**Run 1: gate families picked out**

Bar = 50 um.
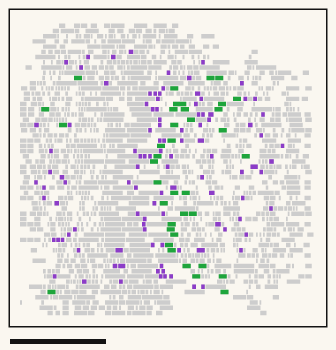
**Run 1: congestion heat map**

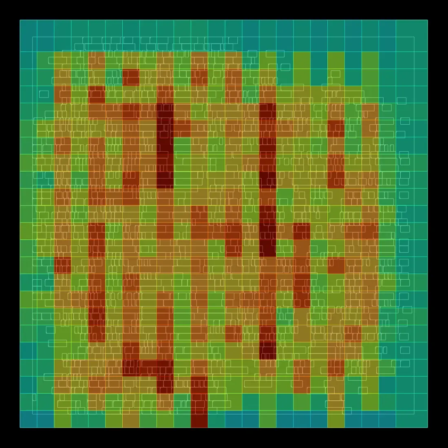
**Run 1: a small window of the routed layout**

Bar = 5 um. Region (72, 105) to (92, 125) um. Cells in gray, sequential cells in the stronger gray; small squares are vias.
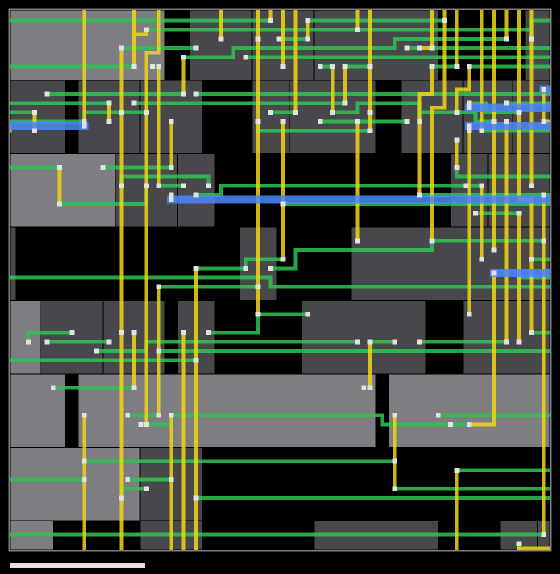
**Run 1: sequential cells grouped by signal name**

Bar = 50 um.
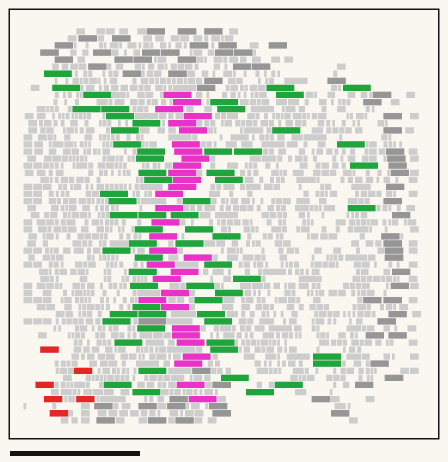
`config.mk`:
```
export PLATFORM = sky130hd
export DESIGN_NAME = muldiv_sequencer
export DESIGN_NICKNAME = d
export VERILOG_FILES = /design/src/rtl/muldiv_sequencer.sv
export SDC_FILE = /design/constraint.sdc
export NUM_CORES = 1
export LEC_CHECK = 0
export ABC_CLOCK_PERIOD_IN_PS = 5380
export CORE_MARGIN = 5
export CORE_UTILIZATION = 50
export DETAILED_ROUTE_END_ITERATION = 8
export GPL_TIMING_DRIVEN = 0
export PLACE_DENSITY = 0.8
export REMOVE_ABC_BUFFERS = 1
export SLEW_MARGIN = 20
export SYNTH_ARGS = -nofsm -noshare
export SYNTH_HDL_FRONTEND = slang
export SYNTH_SLANG_ARGS = --single-unit
```
`constraint.sdc`:
```
create_clock -name clock -period 5.38 [get_ports clock]
set_input_delay 1.076 -clock clock [delete_from_list [all_inputs] [get_ports clock]]
set_output_delay 1.076 -clock clock [all_outputs]
set_load 0.1 [all_outputs]
```
`src/rtl/muldiv_sequencer.sv`:
```
// muldiv_sequencer: iterative 32x32 multiply / divide sequencer (IDLE -> RUN -> DONE)
// Ports: clock, reset (sync, active-high); start/op/a/b request (op 00 MULTU, 01 MULT,
//        10 DIVU, 11 DIV); busy (RUN), done (DONE pulse), hi/lo result, div_by_zero.
// Define MULDIV_SEQUENCER_DIV_EN to build the divider; without it divide ops complete
// immediately leaving hi/lo untouched.
module muldiv_sequencer (
   input  logic        clock,
   input  logic        reset,
   input  logic        start,
   input  logic [1:0]  op,
   input  logic [31:0] a,
   input  logic [31:0] b,
   output logic        busy,
   output logic        done,
   output logic [31:0] hi,
   output logic [31:0] lo,
   output logic        div_by_zero
);
   typedef enum logic [1:0] {IDLE, RUN, DONE} state_t;
   state_t state, state_nx;
   logic [5:0] cnt;
   logic [31:0] m, a_mag, b_mag;
   logic [63:0] acc, acc_nx, prod, res;
   logic [32:0] msum;
   logic accept, direct, last, sa, sb, neg_res;
`ifdef MULDIV_SEQUENCER_DIV_EN
   logic dv, neg_rem;
   logic [32:0] trial;
`endif
   always_comb begin
      accept = start && state != RUN;
      sa = op[0] & a[31];
      sb = op[0] & b[31];
      a_mag = sa ? -a : a;
      b_mag = sb ? -b : b;
`ifdef MULDIV_SEQUENCER_DIV_EN
      direct = op[1] && b == 32'd0;
`else
      direct = op[1];
`endif
      last = cnt == 6'd31;
      // multiply: acc = {partial product, remaining multiplier bits}, shifted right each step
      msum = {1'b0, acc[63:32]} + (acc[0] ? {1'b0, m} : 33'd0);
      acc_nx = {msum, acc[31:1]};
`ifdef MULDIV_SEQUENCER_DIV_EN
      // restoring divide: acc = {remainder, dividend/quotient}, shifted left each step
      trial = {1'b0, acc[62:31]} - {1'b0, m};
      if (dv) acc_nx = trial[32] ? {acc[62:0], 1'b0} : {trial[31:0], acc[30:0], 1'b1};
`endif
      prod = neg_res ? -acc_nx : acc_nx;
`ifdef MULDIV_SEQUENCER_DIV_EN
      res = dv ? {neg_rem ? -acc_nx[63:32] : acc_nx[63:32], neg_res ? -acc_nx[31:0] : acc_nx[31:0]} : prod;
`else
      res = prod;
`endif
      state_nx = accept ? (direct ? DONE : RUN) : state == RUN ? (last ? DONE : RUN) : IDLE;
      busy = state == RUN;
      done = state == DONE;
   end
   always_ff @(posedge clock) begin
      if (reset) begin
         state <= IDLE;
         cnt <= '0;
         hi <= '0;
         lo <= '0;
         div_by_zero <= 1'b0;
      end else begin
         state <= state_nx;
         if (accept) begin
            cnt <= '0;
            m <= op[1] ? b_mag : a_mag;
            acc <= {32'd0, op[1] ? a_mag : b_mag};
            neg_res <= sa ^ sb;
`ifdef MULDIV_SEQUENCER_DIV_EN
            dv <= op[1];
            neg_rem <= sa;
            if (direct) begin
               hi <= a;
               lo <= '1;
               div_by_zero <= 1'b1;
            end
`else
            if (direct) div_by_zero <= 1'b0;
`endif
         end else if (busy) begin
            acc <= acc_nx;
            cnt <= cnt + 6'd1;
            if (last) begin
               {hi, lo} <= res;
               div_by_zero <= 1'b0;
            end
         end
      end
   end
endmodule

```
==> flow_summary.html, run 1 <==
<!-- implementation run metrics -->
<table>
<tr><th>Metric</th><th>Value</th></tr>
<tr><th colspan="2">Finish</th></tr>
<tr><td>Share of post-route cells with drive strength above 1</td><td>about 6.4%</td></tr>
<tr><td>MI comb area</td><td>0.007206 sq mm</td></tr>
<tr><td>Clock buf count</td><td>18</td></tr>
<tr><td>Fraction of cell area in non-clock buffers</td><td>between 10 and 15%</td></tr>
<tr><td>Layout buffer count excluding clock buffers</td><td>about 150</td></tr>
<tr><td>Area Growth Syn to Fin</td><td>19.10%</td></tr>
<tr><td>Top cell category</td><td>combinational gates</td></tr>
<tr><td>Multi-input gates</td><td>approximately 1200</td></tr>
<tr><td>FF+latch area</td><td>0.004354 sq mm</td></tr>
<tr><td>FFs &amp; Latches</td><td>between 150 and 200</td></tr>
<tr><td>Fillcell total</td><td>~2000</td></tr>
<tr><td>Final-layout clock-cell area share</td><td>4.290%</td></tr>
<tr><td>Multi-input gate share of total cell area</td><td>50.63%</td></tr>
<tr><td>Number of diodes</td><td>0</td></tr>
<tr><td>Layout Utilization</td><td>between 60 and 70%</td></tr>
<tr><td>Seq/total area</td><td>slightly above 30%</td></tr>
<tr><td>Fin nets</td><td>approximately 1600</td></tr>
<tr><td>Number of inverters outside the clock class in the layout</td><td>25</td></tr>
<tr><th colspan="2">Route</th></tr>
<tr><td>Top layer used by detailed routing</td><td>met4</td></tr>
<tr><td>Via count</td><td>roughly 11000</td></tr>
<tr><td>Total iterations of the first detailed-routing run</td><td>5</td></tr>
<tr><td>Routed length on met1</td><td>between 10000 and 15000 um</td></tr>
<tr><td>DRC Markers</td><td>0</td></tr>
<tr><td>Length of routed met2 wiring</td><td>14930 um</td></tr>
<tr><td>Vias per std cell</td><td>~5.9</td></tr>
<tr><td>Total detailed-routing wirelength</td><td>about 32000 um</td></tr>
<tr><td>ANT nets after route</td><td>0</td></tr>
<tr><td>Violation tally from detailed-route iteration zero</td><td>roughly 1100</td></tr>
<tr><th colspan="2">Floorplanning</th></tr>
<tr><td>Floorplan Core Area</td><td>between 0.02 and 0.025 sq mm</td></tr>
<tr><td>Die Span X</td><td>164.6 um</td></tr>
<tr><td>Starting utilization of the core area</td><td>50.91%</td></tr>
<tr><td>Row count</td><td>between 50 and 60</td></tr>
<tr><td>Tapcell Cnt</td><td>roughly 320</td></tr>
<tr><td>Die height</td><td>164.6 um</td></tr>
<tr><td>I/O Pins</td><td>approximately 140</td></tr>
<tr><td>Chip area</td><td>~0.027 sq mm</td></tr>
<tr><th colspan="2">Worst setup path</th></tr>
<tr><td>Worst path required time</td><td>5740 ps</td></tr>
<tr><td>Worst path top cell family by delay</td><td>AND-OR/OR-AND gates</td></tr>
<tr><td>Endpoint kind of the worst setup timing path</td><td>register</td></tr>
<tr><td>Cell with the largest stage delay on the worst path</td><td>sky130_fd_sc_hd__edfxtp_1</td></tr>
<tr><td>Max incr delay on CP</td><td>slightly above 800 ps</td></tr>
<tr><td>Arrival time at the worst endpoint</td><td>just over 5000 ps</td></tr>
<tr><td>Maximum fanout encountered on the critical timing path</td><td>32</td></tr>
<tr><td>Count of buffer and inverter cells on the critical path</td><td>1</td></tr>
<tr><td>Worst-path cell chain</td><td>and2_1 &gt; ha_1 &gt; inv_1 &gt; fa_1 &gt; nand2b_1 &gt; a21boi_1 &gt; nand3_1 &gt; a2111oi_0 &gt; o211ai_1 &gt; nor4_4 &gt; nand4_1 &gt; o21ai_0 &gt; xor2_1 &gt; a211oi_1</td></tr>
<tr><td>Crit path launch type</td><td>register</td></tr>
<tr><td>Type of the worst setup path</td><td>register to register</td></tr>
<tr><th colspan="2">Logic synthesis</th></tr>
<tr><td>Post-synth tally of flip-flops with integrated enable</td><td>approximately 97</td></tr>
<tr><td>Post-synthesis instance area</td><td>roughly 0.012 sq mm</td></tr>
<tr><td>Yosys top cell area share</td><td>24.37%</td></tr>
<tr><td>Top cells by area in the synthesized netlist</td><td>sky130_fd_sc_hd__edfxtp_1, sky130_fd_sc_hd__dfxtp_1, sky130_fd_sc_hd__nor2_1</td></tr>
<tr><td>Distinct lib cells used</td><td>about 88</td></tr>
<tr><td>Most numerous cell in the Yosys netlist</td><td>sky130_fd_sc_hd__nor2_1</td></tr>
<tr><td>Yosys adder share</td><td>under 10%</td></tr>
<tr><td>Post-synth regs</td><td>169</td></tr>
<tr><td>Mux cell area share after synthesis</td><td>less than 1%</td></tr>
<tr><td>Proportion of synthesized flip-flops having asynchronous set or reset</td><td>0%</td></tr>
<tr><td>Simple-gate share of the synthesized area</td><td>23.35%</td></tr>
<tr><td>Main logic family</td><td>simple AND/OR/NAND/NOR gates</td></tr>
<tr><td>Post-synthesis average cell area</td><td>between 8 and 9 sq um</td></tr>
<tr><td>Register share after synthesis</td><td>between 30 and 40%</td></tr>
<tr><td>Cell count in the Yosys report</td><td>1430</td></tr>
<tr><td>Top post-synthesis cells by count</td><td>sky130_fd_sc_hd__nor2_1, sky130_fd_sc_hd__nand2_1, sky130_fd_sc_hd__a21oi_1</td></tr>
<tr><td>Post-synthesis share of cell area spent on xor and xnor gates</td><td>10.19%</td></tr>
<tr><td>Dominant synthesized flop cell</td><td>sky130_fd_sc_hd__edfxtp_1</td></tr>
<tr><td>Yosys synthesis chip area</td><td>0.01195 sq mm</td></tr>
<tr><td>Number of warnings reported in the yosys synthesis log</td><td>0</td></tr>
<tr><td>Library cell with the largest summed area after synthesis</td><td>sky130_fd_sc_hd__edfxtp_1</td></tr>
<tr><td>Post-Synth AOI/OAI Area</td><td>21.96%</td></tr>
<tr><td>Mapped Cells</td><td>roughly 1400</td></tr>
<tr><th colspan="2">Placement</th></tr>
<tr><td>Port bufs</td><td>between 100 and 150</td></tr>
<tr><td>Worst slack, placed</td><td>around 630 ps</td></tr>
<tr><td>Routability congestion estimate from global placement</td><td>just over 0.9</td></tr>
<tr><td>Detailed placer's ending HPWL</td><td>~25000 um</td></tr>
<tr><th colspan="2">STA</th></tr>
<tr><td>Smallest hold slack</td><td>between 400 and 500 ps</td></tr>
<tr><td>Least-Margin Pin Slew</td><td>around 990 ps</td></tr>
<tr><td>Period utilisation layout</td><td>between 80% and 90%</td></tr>
<tr><td>Final WS setup</td><td>between 600 and 700 ps</td></tr>
<tr><td>Max-slew violations</td><td>0</td></tr>
<tr><td>Peak clock frequency supported by timing</td><td>~210 MHz</td></tr>
<tr><td>Worst setup skew after layout</td><td>13.87 ps</td></tr>
<tr><td>Max-slew headroom at the worst pin</td><td>about 34%</td></tr>
<tr><td>Setup repair after global routing missed its margin</td><td>false</td></tr>
<tr><td>Final critical path time including I/O delays and setup</td><td>roughly 4700 ps</td></tr>
<tr><td>Setup-failing EPs final</td><td>0</td></tr>
<tr><td>Number of failing hold endpoints at the final stage</td><td>0</td></tr>
<tr><th colspan="2">Clocking</th></tr>
<tr><td>Number of clock buffers inserted by TritonCTS</td><td>17</td></tr>
<tr><td>Clock buffer depth</td><td>2</td></tr>
<tr><td>Number of hold buffers added after CTS</td><td>0</td></tr>
<tr><td>Source-to-sink clock delay at the later pin of the worst-skew pair</td><td>between 400 and 500 ps</td></tr>
<tr><td>Post-CTS setup buffer count</td><td>0</td></tr>
<tr><td>Clock tree from TritonCTS</td><td>yes</td></tr>
<tr><td>Maximum level of the CTS H-tree</td><td>4</td></tr>
<tr><td># clock sinks</td><td>between 150 and 200</td></tr>
<tr><td>Clock-pin slew reported for the worst setup and hold paths after clock tree synthesis</td><td>70 ps</td></tr>
<tr><td>Number of gates given a new drive strength after cts</td><td>0</td></tr>
<tr><td>Root cell of the clock tree</td><td>sky130_fd_sc_hd__clkbuf_16</td></tr>
<tr><th colspan="2">GRT</th></tr>
<tr><td>Remaining global-route overflow</td><td>0</td></tr>
<tr><td>Wire length of the first global-routing pass</td><td>~53000 um</td></tr>
<tr><td>Layer with the highest usage after global routing</td><td>met2</td></tr>
<tr><td>Via count of the first global-routing pass</td><td>about 10000</td></tr>
<tr><td>Total Routing Usage GR</td><td>24.11%</td></tr>
<tr><td>Routing usage on met3</td><td>between 3 and 4%</td></tr>
<tr><td>Met1 Track Usage GR</td><td>~33%</td></tr>
<tr><td>Pin count of the biggest net entering global routing</td><td>about 74</td></tr>
<tr><td>Number of antenna violations at the first check in global routing</td><td>0</td></tr>
<tr><th colspan="2">Hold path</th></tr>
<tr><td>Tightest Hold Check Type</td><td>register to register</td></tr>
<tr><th colspan="2">Pwr</th></tr>
<tr><td>Worst voltage drop across the vdd grid</td><td>0.1888 mV</td></tr>
<tr><td>Pwr per Cell Area</td><td>263.1 mW/mm^2</td></tr>
<tr><td>Leakage</td><td>between 0.005 and 0.006 uW</td></tr>
<tr><th colspan="2">Job</th></tr>
<tr><td>Number of OpenROAD warnings</td><td>25</td></tr>
<tr><td>Number of max-cap violations</td><td>0</td></tr>
<tr><th colspan="2">Outcome</th></tr>
<tr><td>Result of the run</td><td>completed</td></tr>
</table>
## Picture notes: 'gate families picked out'
Key: adder and majority cells = green [cells 37, most used ha_1]; AND and OR gates = purple [cells 106, most used and2_1]

## Picture notes: 'congestion heat map'
drt wl/cell: 17.45 um
met2 Resource Use GR: 39.51%

## Picture notes: 'a small window of the routed layout'
Key: metal 3 = blue; metal 2 = yellow; metal 1 = green
Netlist names of flops here include acc (2), m (1). 24 logic cells have their middle in the window. Most frequent: and2_1 (7), ha_1 (3), edfxtp_1 (3). Sequential cells in the window: 3.

## Picture notes: 'sequential cells grouped by signal name'
Key: cnt = red [sequential cells 6, where south-west]; m = magenta [sequential cells 32]; acc = green [sequential cells 64]

## run 1: where the power goes
group | leakage, uW | internal (uW) | total [uW] | switching, uW
clock | 0.000301 | 680 | 1270 | 593
sequential | 0.00150 | 1450 | 1500 | 45.1
combinational | 0.00323 | 366 | 976 | 610
total | 0.00504 | 2500 | 3750 | 1250
## run 1: worst paths after layout
path / from / endpoint / slack (ps) / depth (start not counted)
worst min register to register: hi[30] / hi[30] / 450 / 2
worst max register to register: acc[0] / hi[29] / 640 / 14
worst min-delay path: hi[30] / hi[30] / 450 / 2
worst max-delay path: acc[0] / hi[29] / 640 / 14
## run 1: kinds of logic (layout without fill, tap and decap cells)
kind of cell / after synthesis / after routing
fa+ha+maj: 37 / 37
xor+xnor: 139 / 139
simple gates: 564 / 564
mux: 7 / 7
other cells: 1 / 1
flops: 169 / 169
compound gates: 408 / 408
buf+inv: 105 / 211
## run 1: registers in the layout, indices dropped and copies added (netlist names)
register  flops
lo           32
cnt           6
hi           32
acc          64
neg_res       1
state         2
m            32
## run 1: stage by stage
stage	TNS [ps]	instance area [sq um]	std cells	total power, uW
after floorplan	-245900	11620	1350	2170
after global placement	-712170	13360	1803	2451
after detailed placement	0	13620	1823	2479
after CTS	0	14230	1855	3746
after global routing	0	14230	1855	3923
final	0	14230	1855	3745
## run 1: placed cells by master (no fill, tap or decap), drive strengths merged, types with 22 or more instances in the layout
master	synthesis	layout
ha	36	36
nand2	135	135
nor2	195	195
a21oi	125	125
o21ai	103	103
xnor2	57	57
inv	25	33
dfxtp	72	72
clkdlybuf4s50	0	132
buf	13	22
a211oi	56	56
xor2	82	82
nor3	43	43
and2	55	55
nand3	22	22
edfxtp	97	97
**Run 1: wiring by layer**

Bar = 50 um.
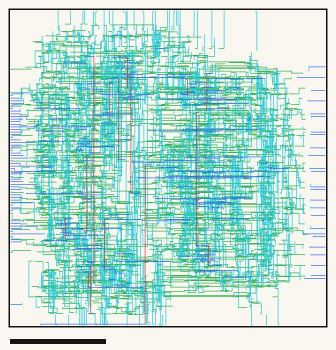

==> run 2: changes to the inputs <==
--- a/config.mk
+++ b/config.mk
@@ -10,8 +10,9 @@
 export CORE_UTILIZATION = 50
 export DETAILED_ROUTE_END_ITERATION = 8
 export GPL_TIMING_DRIVEN = 0
-export PLACE_DENSITY = 0.8
+export PLACE_DENSITY = 0.84
 export REMOVE_ABC_BUFFERS = 1
+export SKIP_CTS_REPAIR_TIMING = 1
 export SLEW_MARGIN = 20
 export SYNTH_ARGS = -nofsm -noshare
 export SYNTH_HDL_FRONTEND = slang
**Run 2: wiring by layer**

Bar = 50 um.
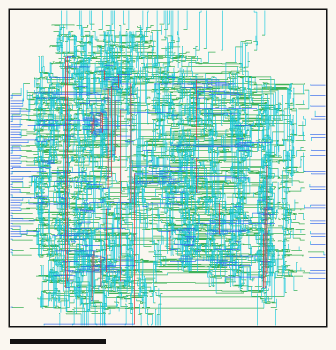
Key: metal 4 = red [wire length 917 um]; metal 2 = cyan [wire length 15300 um]; metal 3 = blue [wire length 2220 um]; metal 1 = green [wire length 14800 um]

**Run 2: sequential cells grouped by signal name**

Bar = 50 um.
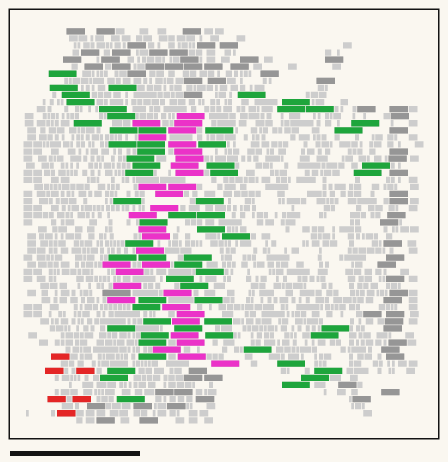
Key: m = magenta [sequential cells 32]; cnt = red [sequential cells 6, where south-west]; acc = green [sequential cells 64]
Another 67 sequential cells are not colored.

==> run 2 against run 1 <==
- synthesized cell count did not move
- sequential share of layout area barely moved
- combinational power rose by 1%
- clock skew fell by 0.93 ps
- fmax fell by 4.1%
- sequential power barely moved
==> flow_summary.html, run 2 <==
<!-- implementation run metrics -->
<table>
<tr><th>Metric</th><th>Value</th></tr>
<tr><th colspan="2">Worst setup path</th></tr>
<tr><td>Worst-path cell chain</td><td>and2_1 &gt; ha_1 &gt; inv_1 &gt; fa_1 &gt; nand2b_1 &gt; a21boi_1 &gt; nand3_1 &gt; a2111oi_0 &gt; o211ai_1 &gt; nor4_4 &gt; nand4_1 &gt; o21ai_0 &gt; xor2_1 &gt; a211oi_1</td></tr>
<tr><td>Endpoint kind of the worst setup timing path</td><td>register</td></tr>
<tr><td>Type of the worst setup path</td><td>register to register</td></tr>
<tr><td>Crit path launch type</td><td>register</td></tr>
<tr><td>Reg2Reg Launch Point</td><td>acc[0]</td></tr>
<tr><td>R2R setup slack</td><td>440 ps (-200 ps)</td></tr>
<tr><td>Cell with the largest stage delay on the worst path</td><td>sky130_fd_sc_hd__edfxtp_1</td></tr>
<tr><td>Endpoint of the lowest-slack register-to-register path</td><td>hi[29]</td></tr>
<tr><td>Depth of the worst register-to-register path</td><td>14 (unchanged)</td></tr>
<tr><td>Maximum fanout encountered on the critical timing path</td><td>32 (unchanged)</td></tr>
<tr><td>Arrival time at the worst endpoint</td><td>5300 ps (+200 ps)</td></tr>
<tr><td>Worst path required time</td><td>5740 ps (about the same)</td></tr>
<tr><td>Max incr delay on CP</td><td>860 ps (+50 ps)</td></tr>
<tr><th colspan="2">Logic synthesis</th></tr>
<tr><td>Most numerous cell in the Yosys netlist</td><td>sky130_fd_sc_hd__nor2_1</td></tr>
<tr><td>Post-Synth AOI/OAI Area</td><td>21.96% (unchanged)</td></tr>
<tr><td>Top post-synthesis cells by count</td><td>sky130_fd_sc_hd__nor2_1, sky130_fd_sc_hd__nand2_1, sky130_fd_sc_hd__a21oi_1</td></tr>
<tr><td>Mux cell area share after synthesis</td><td>0.5863% (unchanged)</td></tr>
<tr><td>Yosys synthesis chip area</td><td>0.01195 sq mm (unchanged)</td></tr>
<tr><td>Proportion of synthesized flip-flops having asynchronous set or reset</td><td>0% (unchanged)</td></tr>
<tr><td>Cell count in the Yosys report</td><td>1430 (unchanged)</td></tr>
<tr><td>Library cell with the largest summed area after synthesis</td><td>sky130_fd_sc_hd__edfxtp_1</td></tr>
<tr><td>Post-synthesis instance area</td><td>0.01195 sq mm (unchanged)</td></tr>
<tr><td>Distinct lib cells used</td><td>88 (unchanged)</td></tr>
<tr><td>Dominant synthesized flop cell</td><td>sky130_fd_sc_hd__edfxtp_1</td></tr>
<tr><td>Post-synthesis share of cell area spent on xor and xnor gates</td><td>10.19% (unchanged)</td></tr>
<tr><td>Top cells by area in the synthesized netlist</td><td>sky130_fd_sc_hd__edfxtp_1, sky130_fd_sc_hd__dfxtp_1, sky130_fd_sc_hd__nor2_1</td></tr>
<tr><td>Post-synth tally of flip-flops with integrated enable</td><td>97 (unchanged)</td></tr>
<tr><td>Post-synth regs</td><td>169 (unchanged)</td></tr>
<tr><td>Mapped Cells</td><td>1430 (unchanged)</td></tr>
<tr><td>Yosys top cell area share</td><td>24.37% (unchanged)</td></tr>
<tr><td>Simple-gate share of the synthesized area</td><td>23.35% (unchanged)</td></tr>
<tr><td>Main logic family</td><td>simple AND/OR/NAND/NOR gates</td></tr>
<tr><td>Register share after synthesis</td><td>36.44% (unchanged)</td></tr>
<tr><td>Post-synthesis average cell area</td><td>8.357 sq um (unchanged)</td></tr>
<tr><td>Number of warnings reported in the yosys synthesis log</td><td>0 (unchanged)</td></tr>
<tr><td>Yosys adder share</td><td>3.937% (unchanged)</td></tr>
<tr><th colspan="2">Route</th></tr>
<tr><td>Violation tally from detailed-route iteration zero</td><td>1236 (+17%)</td></tr>
<tr><td>Via count</td><td>11170 (+2.3%)</td></tr>
<tr><td>ANT nets after route</td><td>0 (unchanged)</td></tr>
<tr><td>DRC Markers</td><td>0 (unchanged)</td></tr>
<tr><td>Vias per std cell</td><td>6.022 (+2.3%)</td></tr>
<tr><td>Drt wl/cell</td><td>17.91 um (+2.6%)</td></tr>
<tr><td>Total iterations of the first detailed-routing run</td><td>6 (+1)</td></tr>
<tr><td>Total detailed-routing wirelength</td><td>33220 um (+2.6%)</td></tr>
<tr><th colspan="2">Floorplanning</th></tr>
<tr><td>I/O Pins</td><td>136 (unchanged)</td></tr>
<tr><td>Floorplan Core Area</td><td>0.02347 sq mm (unchanged)</td></tr>
<tr><td>Row count</td><td>56 (unchanged)</td></tr>
<tr><td>Die height</td><td>164.6 um (unchanged)</td></tr>
<tr><td>Starting utilization of the core area</td><td>50.91% (unchanged)</td></tr>
<tr><td>Die Span X</td><td>164.6 um (unchanged)</td></tr>
<tr><td>Chip area</td><td>0.02709 sq mm (unchanged)</td></tr>
<tr><th colspan="2">Placement</th></tr>
<tr><td>Cell count after placement</td><td>1823 (unchanged)</td></tr>
<tr><td>Detailed placer's ending HPWL</td><td>25450 um (+1.3%)</td></tr>
<tr><td>Routability congestion estimate from global placement</td><td>0.9139 (-1.7%)</td></tr>
<tr><td>Port bufs</td><td>134 (unchanged)</td></tr>
<tr><td>Placed cell area</td><td>0.01366 sq mm (+0.28%)</td></tr>
<tr><td>Worst slack, placed</td><td>486.2 ps (-148.1 ps)</td></tr>
<tr><th colspan="2">Finish</th></tr>
<tr><td>Register with the most flip-flops</td><td>acc</td></tr>
<tr><td>Most instantiated logic cells after routing</td><td>sky130_fd_sc_hd__nor2_1, sky130_fd_sc_hd__nand2_1, sky130_fd_sc_hd__clkdlybuf4s50_1, sky130_fd_sc_hd__a21oi_1, sky130_fd_sc_hd__edfxtp_1</td></tr>
<tr><td>Share of post-route cells with drive strength above 1</td><td>6.315% (-0.065 points)</td></tr>
<tr><td>Total non-filler cell area in the finished layout</td><td>0.01425 sq mm (about the same)</td></tr>
<tr><td>Fillcell total</td><td>1990 (-0.80%)</td></tr>
<tr><td>Number of flip-flops in the largest register</td><td>64 (unchanged)</td></tr>
<tr><td>Number of diodes</td><td>0 (unchanged)</td></tr>
<tr><td>Fin nets</td><td>1629 (unchanged)</td></tr>
<tr><td>Post-route insts no fill</td><td>1855 (unchanged)</td></tr>
<tr><td>Area Growth Syn to Fin</td><td>19.21% (about the same)</td></tr>
<tr><td>Layout Utilization</td><td>60.69% (about the same)</td></tr>
<tr><td>Most numerous logic cell after layout</td><td>sky130_fd_sc_hd__nor2_1</td></tr>
<tr><th colspan="2">STA</th></tr>
<tr><td>Least-Margin Pin Slew</td><td>1069 ps (+77.64 ps)</td></tr>
<tr><td>Final WS setup</td><td>436.2 ps (-201.9 ps)</td></tr>
<tr><td>Peak clock frequency supported by timing</td><td>202.3 MHz (-4.1%)</td></tr>
<tr><td>Worst setup skew after layout</td><td>12.94 ps (-0.9283 ps)</td></tr>
<tr><td>Number of failing hold endpoints at the final stage</td><td>0 (unchanged)</td></tr>
<tr><td>Max-slew violations</td><td>0 (unchanged)</td></tr>
<tr><td>Smallest hold slack</td><td>451.9 ps (+2.038 ps)</td></tr>
<tr><td>Max-slew headroom at the worst pin</td><td>28.59% (-5.1 points)</td></tr>
<tr><td>Setup-failing EPs final</td><td>0 (unchanged)</td></tr>
<tr><td>Setup repair after global routing missed its margin</td><td>false</td></tr>
<tr><td>Period utilisation layout</td><td>91.89% (+3.8 points)</td></tr>
<tr><td>Final critical path time including I/O delays and setup</td><td>4944 ps (+201.9 ps)</td></tr>
<tr><td>Sum of negative setup slack</td><td>0 ps (unchanged)</td></tr>
<tr><th colspan="2">GRT</th></tr>
<tr><td>Wire length of the first global-routing pass</td><td>52800 um (about the same)</td></tr>
<tr><td>Total Routing Usage GR</td><td>24.22% (+0.10 points)</td></tr>
<tr><td>Via count of the first global-routing pass</td><td>10341 (+0.42%)</td></tr>
<tr><td>Remaining global-route overflow</td><td>0 (unchanged)</td></tr>
<tr><td>Pin count of the biggest net entering global routing</td><td>93 (+26%)</td></tr>
<tr><td>Number of antenna violations at the first check in global routing</td><td>0 (unchanged)</td></tr>
<tr><th colspan="2">Clocking</th></tr>
<tr><td># clock sinks</td><td>169 (unchanged)</td></tr>
<tr><td>Source-to-sink clock delay at the later pin of the worst-skew pair</td><td>440 ps (about the same)</td></tr>
<tr><td>Clock buffer depth</td><td>2 (unchanged)</td></tr>
<tr><td>Number of clock buffers inserted by TritonCTS</td><td>17 (unchanged)</td></tr>
<tr><td>Maximum level of the CTS H-tree</td><td>4 (unchanged)</td></tr>
<tr><td>Clock-pin slew reported for the worst setup and hold paths after clock tree synthesis</td><td>80 ps (about the same)</td></tr>
<tr><td>Root cell of the clock tree</td><td>sky130_fd_sc_hd__clkbuf_16</td></tr>
<tr><td>Clock tree from TritonCTS</td><td>yes</td></tr>
<tr><th colspan="2">Pwr</th></tr>
<tr><td>Total Power</td><td>3715 uW (-0.80%)</td></tr>
<tr><td>Leakage</td><td>0.005024 uW (-0.23%)</td></tr>
<tr><td>Worst voltage drop across the vdd grid</td><td>0.1536 mV (-19%)</td></tr>
<tr><td>Pwr per Cell Area</td><td>260.8 mW/mm^2 (-0.90%)</td></tr>
<tr><th colspan="2">Hold path</th></tr>
<tr><td>Tightest Hold Check Type</td><td>register to register</td></tr>
<tr><td>Endpoint of the worst hold path</td><td>hi[14]</td></tr>
<tr><td>Cells on Worst Hold Path</td><td>2 (unchanged)</td></tr>
<tr><td>Critical hold path startpoint</td><td>hi[14]</td></tr>
<tr><th colspan="2">Job</th></tr>
<tr><td>Number of max-cap violations</td><td>0 (unchanged)</td></tr>
<tr><td>Number of OpenROAD warnings</td><td>25 (unchanged)</td></tr>
<tr><th colspan="2">Outcome</th></tr>
<tr><td>Result of the run</td><td>completed</td></tr>
</table>
## run 2: cell count changes in the layout (fill, tap and decap cells not counted), sizes merged
cell,before,now
bufinv,1,0
clkinv,5,6
clkinvlp,0,2
inv,33,31
## run 2: layer usage
metal	GRT usage (%)	part of all wire (%)	up-vias
li1	-	-	5402
met1	34.00	45	5247
met2	38.84	46	465
met3	2.770	6.7	56
met4	8.544	2.8	0
met5	0	0	-
## run 2: critical path, delay by kind of cell, from the launching register on
| kind | cells | cell delay (ps) |
|---|---|---|
| AOI/OAI and AO/OA | 5 | 1980 |
| xor gates and xnor gates | 1 | 110 |
| adders and majority gates | 2 | 590 |
| buffers and inverters | 1 | 70 |
| DFF | 1 | 860 |
| and+or+nand+nor | 5 | 1240 |
## run 2: how the worst max path moves through the flow
| stage | start | cells after the start | to |
|---|---|---|---|
| CTS | acc[0] | 14 | hi[29] |
| finish | acc[0] | 14 | hi[29] |
| global route | acc[0] | 14 | hi[29] |
| floorplan | cnt[0] | 5 | hi[14] |
| detailed placement | acc[0] | 14 | hi[29] |
| global placement | cnt[0] | 6 | hi[31] |
## run 2: area by class of cell
| cell class | count | area, sq um | area share (%) |
|---|---|---|---|
| well taps | 319 | 399.1 | 2.802 |
| flip-flops and latches | 169 | 4354 | 30.56 |
| repair buffers | 154 | 1607 | 11.28 |
| multi-input cells | 1156 | 7206 | 50.58 |
| inverters | 25 | 93.84 | 0.6587 |
| clock buffers | 18 | 429.2 | 3.012 |
| clock inverters | 14 | 157.7 | 1.107 |
## run 2: report_power, final
| part | total [uW] | switching (uW) | internal (uW) |
|---|---|---|---|
| registers | 1500 | 46.1 | 1450 |
| clock network | 1230 | 608 | 622 |
| logic | 988 | 618 | 370 |
**Run 2: gate families picked out**

Bar = 50 um.
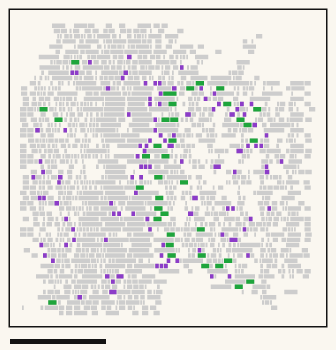

==> run 3: changes to the inputs <==
--- a/config.mk
+++ b/config.mk
@@ -6,6 +6,7 @@
 export NUM_CORES = 1
 export LEC_CHECK = 0
 export ABC_CLOCK_PERIOD_IN_PS = 5380
+export CAP_MARGIN = 20
 export CORE_MARGIN = 5
 export CORE_UTILIZATION = 50
 export DETAILED_ROUTE_END_ITERATION = 8
**Run 3: gate families picked out**

Bar = 50 um.
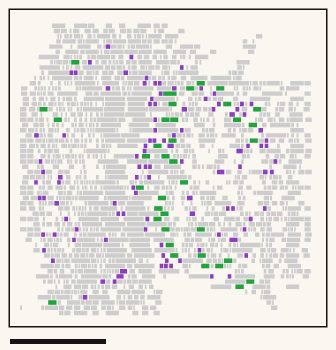
multi-input gate share of total cell area: 50.58%
post-route insts no fill: 1855
most numerous logic cell after layout: sky130_fd_sc_hd__nor2_1

**Run 3: wiring by layer**

Bar = 50 um.
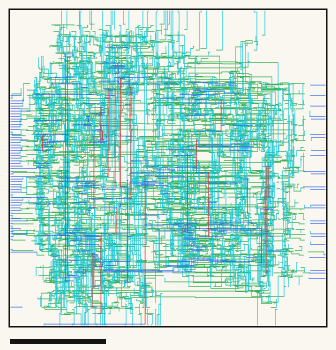
Key: metal 3 = blue [wire length 2200 um]; metal 2 = cyan [wire length 15000 um]; metal 4 = red [wire length 975 um]; metal 1 = green [wire length 14900 um]

==> run 3 against run 2 <==
- routed wire length fell by 0.32%
- sequential power barely moved
- critical path type unchanged
- flip-flop count did not move
- largest power group unchanged
- non-clock buffer count did not move
- clock power barely moved
==> flow_summary.html, run 3 <==
<!-- implementation run metrics -->
<table>
<tr><th>Metric</th><th>Value</th></tr>
<tr><th colspan="2">Clocking</th></tr>
<tr><td>Number of clock buffers inserted by TritonCTS</td><td>17 (unchanged)</td></tr>
<tr><td>Maximum level of the CTS H-tree</td><td>4 (unchanged)</td></tr>
<tr><td>Clock-pin slew reported for the worst setup and hold paths after clock tree synthesis</td><td>80 ps (about the same)</td></tr>
<tr><td>Root cell of the clock tree</td><td>sky130_fd_sc_hd__clkbuf_16</td></tr>
<tr><td>Clock buffer depth</td><td>2 (unchanged)</td></tr>
<tr><td>Source-to-sink clock delay at the later pin of the worst-skew pair</td><td>450 ps (about the same)</td></tr>
<tr><td># clock sinks</td><td>169 (unchanged)</td></tr>
<tr><td>Clock tree from TritonCTS</td><td>yes</td></tr>
<tr><th colspan="2">Pwr</th></tr>
<tr><td>Worst voltage drop across the vdd grid</td><td>0.1566 mV (+2.0%)</td></tr>
<tr><td>Leakage</td><td>0.005024 uW (unchanged)</td></tr>
<tr><td>Pwr per Cell Area</td><td>260.4 mW/mm^2 (-0.13%)</td></tr>
<tr><th colspan="2">Route</th></tr>
<tr><td>Via count</td><td>11154 (-0.14%)</td></tr>
<tr><td>ANT nets after route</td><td>0 (unchanged)</td></tr>
<tr><td>DRC Markers</td><td>0 (unchanged)</td></tr>
<tr><td>Total detailed-routing wirelength</td><td>33110 um (-0.32%)</td></tr>
<tr><td>Violation tally from detailed-route iteration zero</td><td>1234 (-0.16%)</td></tr>
<tr><td>Drt wl/cell</td><td>17.85 um (-0.32%)</td></tr>
<tr><td>Total iterations of the first detailed-routing run</td><td>6 (unchanged)</td></tr>
<tr><td>Vias per std cell</td><td>6.013 (-0.14%)</td></tr>
<tr><th colspan="2">Placement</th></tr>
<tr><td>Routability congestion estimate from global placement</td><td>0.9139 (unchanged)</td></tr>
<tr><td>Port bufs</td><td>134 (unchanged)</td></tr>
<tr><td>Detailed placer's ending HPWL</td><td>25430 um (about the same)</td></tr>
<tr><td>Placed cell area</td><td>0.01366 sq mm (unchanged)</td></tr>
<tr><th colspan="2">GRT</th></tr>
<tr><td>Via count of the first global-routing pass</td><td>10237 (-1.0%)</td></tr>
<tr><td>Total Routing Usage GR</td><td>24.00% (-0.22 points)</td></tr>
<tr><td>Remaining global-route overflow</td><td>0 (unchanged)</td></tr>
<tr><td>Wire length of the first global-routing pass</td><td>52230 um (-1.1%)</td></tr>
<tr><td>Number of antenna violations at the first check in global routing</td><td>0 (unchanged)</td></tr>
<tr><td>Pin count of the biggest net entering global routing</td><td>93 (unchanged)</td></tr>
<tr><th colspan="2">STA</th></tr>
<tr><td>Setup-failing EPs final</td><td>0 (unchanged)</td></tr>
<tr><td>Final critical path time including I/O delays and setup</td><td>4893 ps (-50.56 ps)</td></tr>
<tr><td>Max-slew violations</td><td>0 (unchanged)</td></tr>
<tr><td>Number of failing hold endpoints at the final stage</td><td>0 (unchanged)</td></tr>
<tr><td>Peak clock frequency supported by timing</td><td>204.4 MHz (+1.0%)</td></tr>
<tr><td>Setup repair after global routing missed its margin</td><td>false</td></tr>
<tr><td>Max-slew headroom at the worst pin</td><td>33.68% (+5.1 points)</td></tr>
<tr><td>Sum of negative setup slack</td><td>0 ps (unchanged)</td></tr>
<tr><td>Worst setup skew after layout</td><td>17.54 ps (+4.594 ps)</td></tr>
<tr><td>Period utilisation layout</td><td>90.95% (-0.94 points)</td></tr>
<tr><td>Smallest hold slack</td><td>448.6 ps (-3.294 ps)</td></tr>
<tr><td>Least-Margin Pin Slew</td><td>991.7 ps (-76.78 ps)</td></tr>
<tr><th colspan="2">Finish</th></tr>
<tr><td>Total non-filler cell area in the finished layout</td><td>0.01425 sq mm (unchanged)</td></tr>
<tr><td>Register with the most flip-flops</td><td>acc</td></tr>
<tr><td>Fillcell total</td><td>1953 (-1.9%)</td></tr>
<tr><td>Most instantiated logic cells after routing</td><td>sky130_fd_sc_hd__nor2_1, sky130_fd_sc_hd__nand2_1, sky130_fd_sc_hd__clkdlybuf4s50_1, sky130_fd_sc_hd__a21oi_1, sky130_fd_sc_hd__edfxtp_1</td></tr>
<tr><td>Number of diodes</td><td>0 (unchanged)</td></tr>
<tr><td>Layout Utilization</td><td>60.69% (unchanged)</td></tr>
<tr><td>Share of post-route cells with drive strength above 1</td><td>6.315% (unchanged)</td></tr>
<tr><td>Fin nets</td><td>1629 (unchanged)</td></tr>
<tr><td>Number of flip-flops in the largest register</td><td>64 (unchanged)</td></tr>
<tr><td>Area Growth Syn to Fin</td><td>19.21% (unchanged)</td></tr>
<tr><th colspan="2">Worst setup path</th></tr>
<tr><td>Maximum fanout encountered on the critical timing path</td><td>32 (unchanged)</td></tr>
<tr><td>Worst-path cell chain</td><td>and2_1 &gt; ha_1 &gt; inv_1 &gt; fa_1 &gt; nand2b_1 &gt; a21boi_1 &gt; nand3_1 &gt; a2111oi_0 &gt; o211ai_1 &gt; nor4_4 &gt; nand4_1 &gt; o21ai_0 &gt; xor2_1 &gt; a211oi_1</td></tr>
<tr><td>Worst path top cell family by delay</td><td>AND-OR/OR-AND gates</td></tr>
<tr><td>Max incr delay on CP</td><td>840 ps (-20 ps)</td></tr>
<tr><td>Crit path launch type</td><td>register</td></tr>
<tr><td>Cell with the largest stage delay on the worst path</td><td>sky130_fd_sc_hd__edfxtp_1</td></tr>
<tr><td>Count of buffer and inverter cells on the critical path</td><td>1 (unchanged)</td></tr>
<tr><td>Arrival time at the worst endpoint</td><td>5250 ps (-50 ps)</td></tr>
<tr><td>Type of the worst setup path</td><td>register to register</td></tr>
<tr><td>Endpoint kind of the worst setup timing path</td><td>register</td></tr>
<tr><td>Worst path required time</td><td>5730 ps (about the same)</td></tr>
<tr><th colspan="2">Floorplanning</th></tr>
<tr><td>Die Span X</td><td>164.6 um (unchanged)</td></tr>
<tr><td>Starting utilization of the core area</td><td>50.91% (unchanged)</td></tr>
<tr><td>Floorplan Core Area</td><td>0.02347 sq mm (unchanged)</td></tr>
<tr><td>Die height</td><td>164.6 um (unchanged)</td></tr>
<tr><td>Row count</td><td>56 (unchanged)</td></tr>
<tr><td>Chip area</td><td>0.02709 sq mm (unchanged)</td></tr>
<tr><td>I/O Pins</td><td>136 (unchanged)</td></tr>
<tr><th colspan="2">Job</th></tr>
<tr><td>Number of max-cap violations</td><td>0 (unchanged)</td></tr>
<tr><td>Number of OpenROAD warnings</td><td>25 (unchanged)</td></tr>
<tr><th colspan="2">Logic synthesis</th></tr>
<tr><td>Number of warnings reported in the yosys synthesis log</td><td>0 (unchanged)</td></tr>
<tr><td>Mapped Cells</td><td>1430 (unchanged)</td></tr>
<tr><td>Cell count in the Yosys report</td><td>1430 (unchanged)</td></tr>
<tr><td>Yosys synthesis chip area</td><td>0.01195 sq mm (unchanged)</td></tr>
<tr><td>Proportion of synthesized flip-flops having asynchronous set or reset</td><td>0% (unchanged)</td></tr>
<tr><td>Top post-synthesis cells by count</td><td>sky130_fd_sc_hd__nor2_1, sky130_fd_sc_hd__nand2_1, sky130_fd_sc_hd__a21oi_1</td></tr>
<tr><td>Most numerous cell in the Yosys netlist</td><td>sky130_fd_sc_hd__nor2_1</td></tr>
<tr><td>Top cells by area in the synthesized netlist</td><td>sky130_fd_sc_hd__edfxtp_1, sky130_fd_sc_hd__dfxtp_1, sky130_fd_sc_hd__nor2_1</td></tr>
<tr><td>Register share after synthesis</td><td>36.44% (unchanged)</td></tr>
<tr><td>Post-synthesis instance area</td><td>0.01195 sq mm (unchanged)</td></tr>
<tr><td>Dominant synthesized flop cell</td><td>sky130_fd_sc_hd__edfxtp_1</td></tr>
<tr><td>Library cell with the largest summed area after synthesis</td><td>sky130_fd_sc_hd__edfxtp_1</td></tr>
<tr><td>Distinct lib cells used</td><td>88 (unchanged)</td></tr>
<tr><td>Yosys top cell area share</td><td>24.37% (unchanged)</td></tr>
<tr><td>Post-synth tally of flip-flops with integrated enable</td><td>97 (unchanged)</td></tr>
<tr><td>Post-synthesis average cell area</td><td>8.357 sq um (unchanged)</td></tr>
<tr><td>Post-synth regs</td><td>169 (unchanged)</td></tr>
<tr><th colspan="2">Hold path</th></tr>
<tr><td>Tightest Hold Check Type</td><td>register to register</td></tr>
<tr><th colspan="2">Outcome</th></tr>
<tr><td>Result of the run</td><td>completed</td></tr>
</table>
[run 3: through the flow]
step                total power, uW  cells  setup slack, ps
global route                   3866   1855            156.1
finish                         3710   1855            486.7
global placement               2449   1803            -8907
floorplan                      2170   1350            -4241
CTS                            3695   1855            470.9
detailed placement             2487   1823            525.5
[run 3: final timing paths]
kind,startpoint,to,slack (ps),cells past startpoint
hold / removal,hi[30],hi[30],450,2
setup / recovery,acc[0],hi[29],490,14
hold reg to reg,hi[30],hi[30],450,2
setup reg to reg,acc[0],hi[29],490,14
[run 3: layer usage]
layer / wire length, um / track usage (%) / up-vias
li1: - / - / 5391
met1: 14900 / 33.54 / 5213
met2: 15030 / 38.99 / 491
met3: 2197 / 2.645 / 59
met4: 975 / 7.977 / 0
met5: 0 / 0 / -
[run 3: kinds of logic after synthesis]
logic type	after synthesis	synth area share, %
adders and majority gates	37	3.937
and+or+nand+nor	564	23.35
AOI/OAI and AO/OA	408	21.96
xor gates and xnor gates	139	10.19
muxes	7	0.5863
DFF	169	36.44
buffers and inverters	105	3.518
other	1	0.03138
[run 3: power by group]
group	switching, uW	internal [uW]
clock network	604	622
registers	45.8	1450
logic	618	370
[run 3: layout make-up]
class	count	area, sq um	share of cell area (%)
Clock buffer	18	429.2	3.012
Clock inverter	14	157.7	1.107
Inverter	25	93.84	0.6587
Multi-Input combinational cell	1156	7206	50.58
Sequential cell	169	4354	30.56
Tap cell	319	399.1	2.802
Timing Repair Buffer	154	1607	11.28
No activity file was given, so power comes from the tool's default toggle rates.
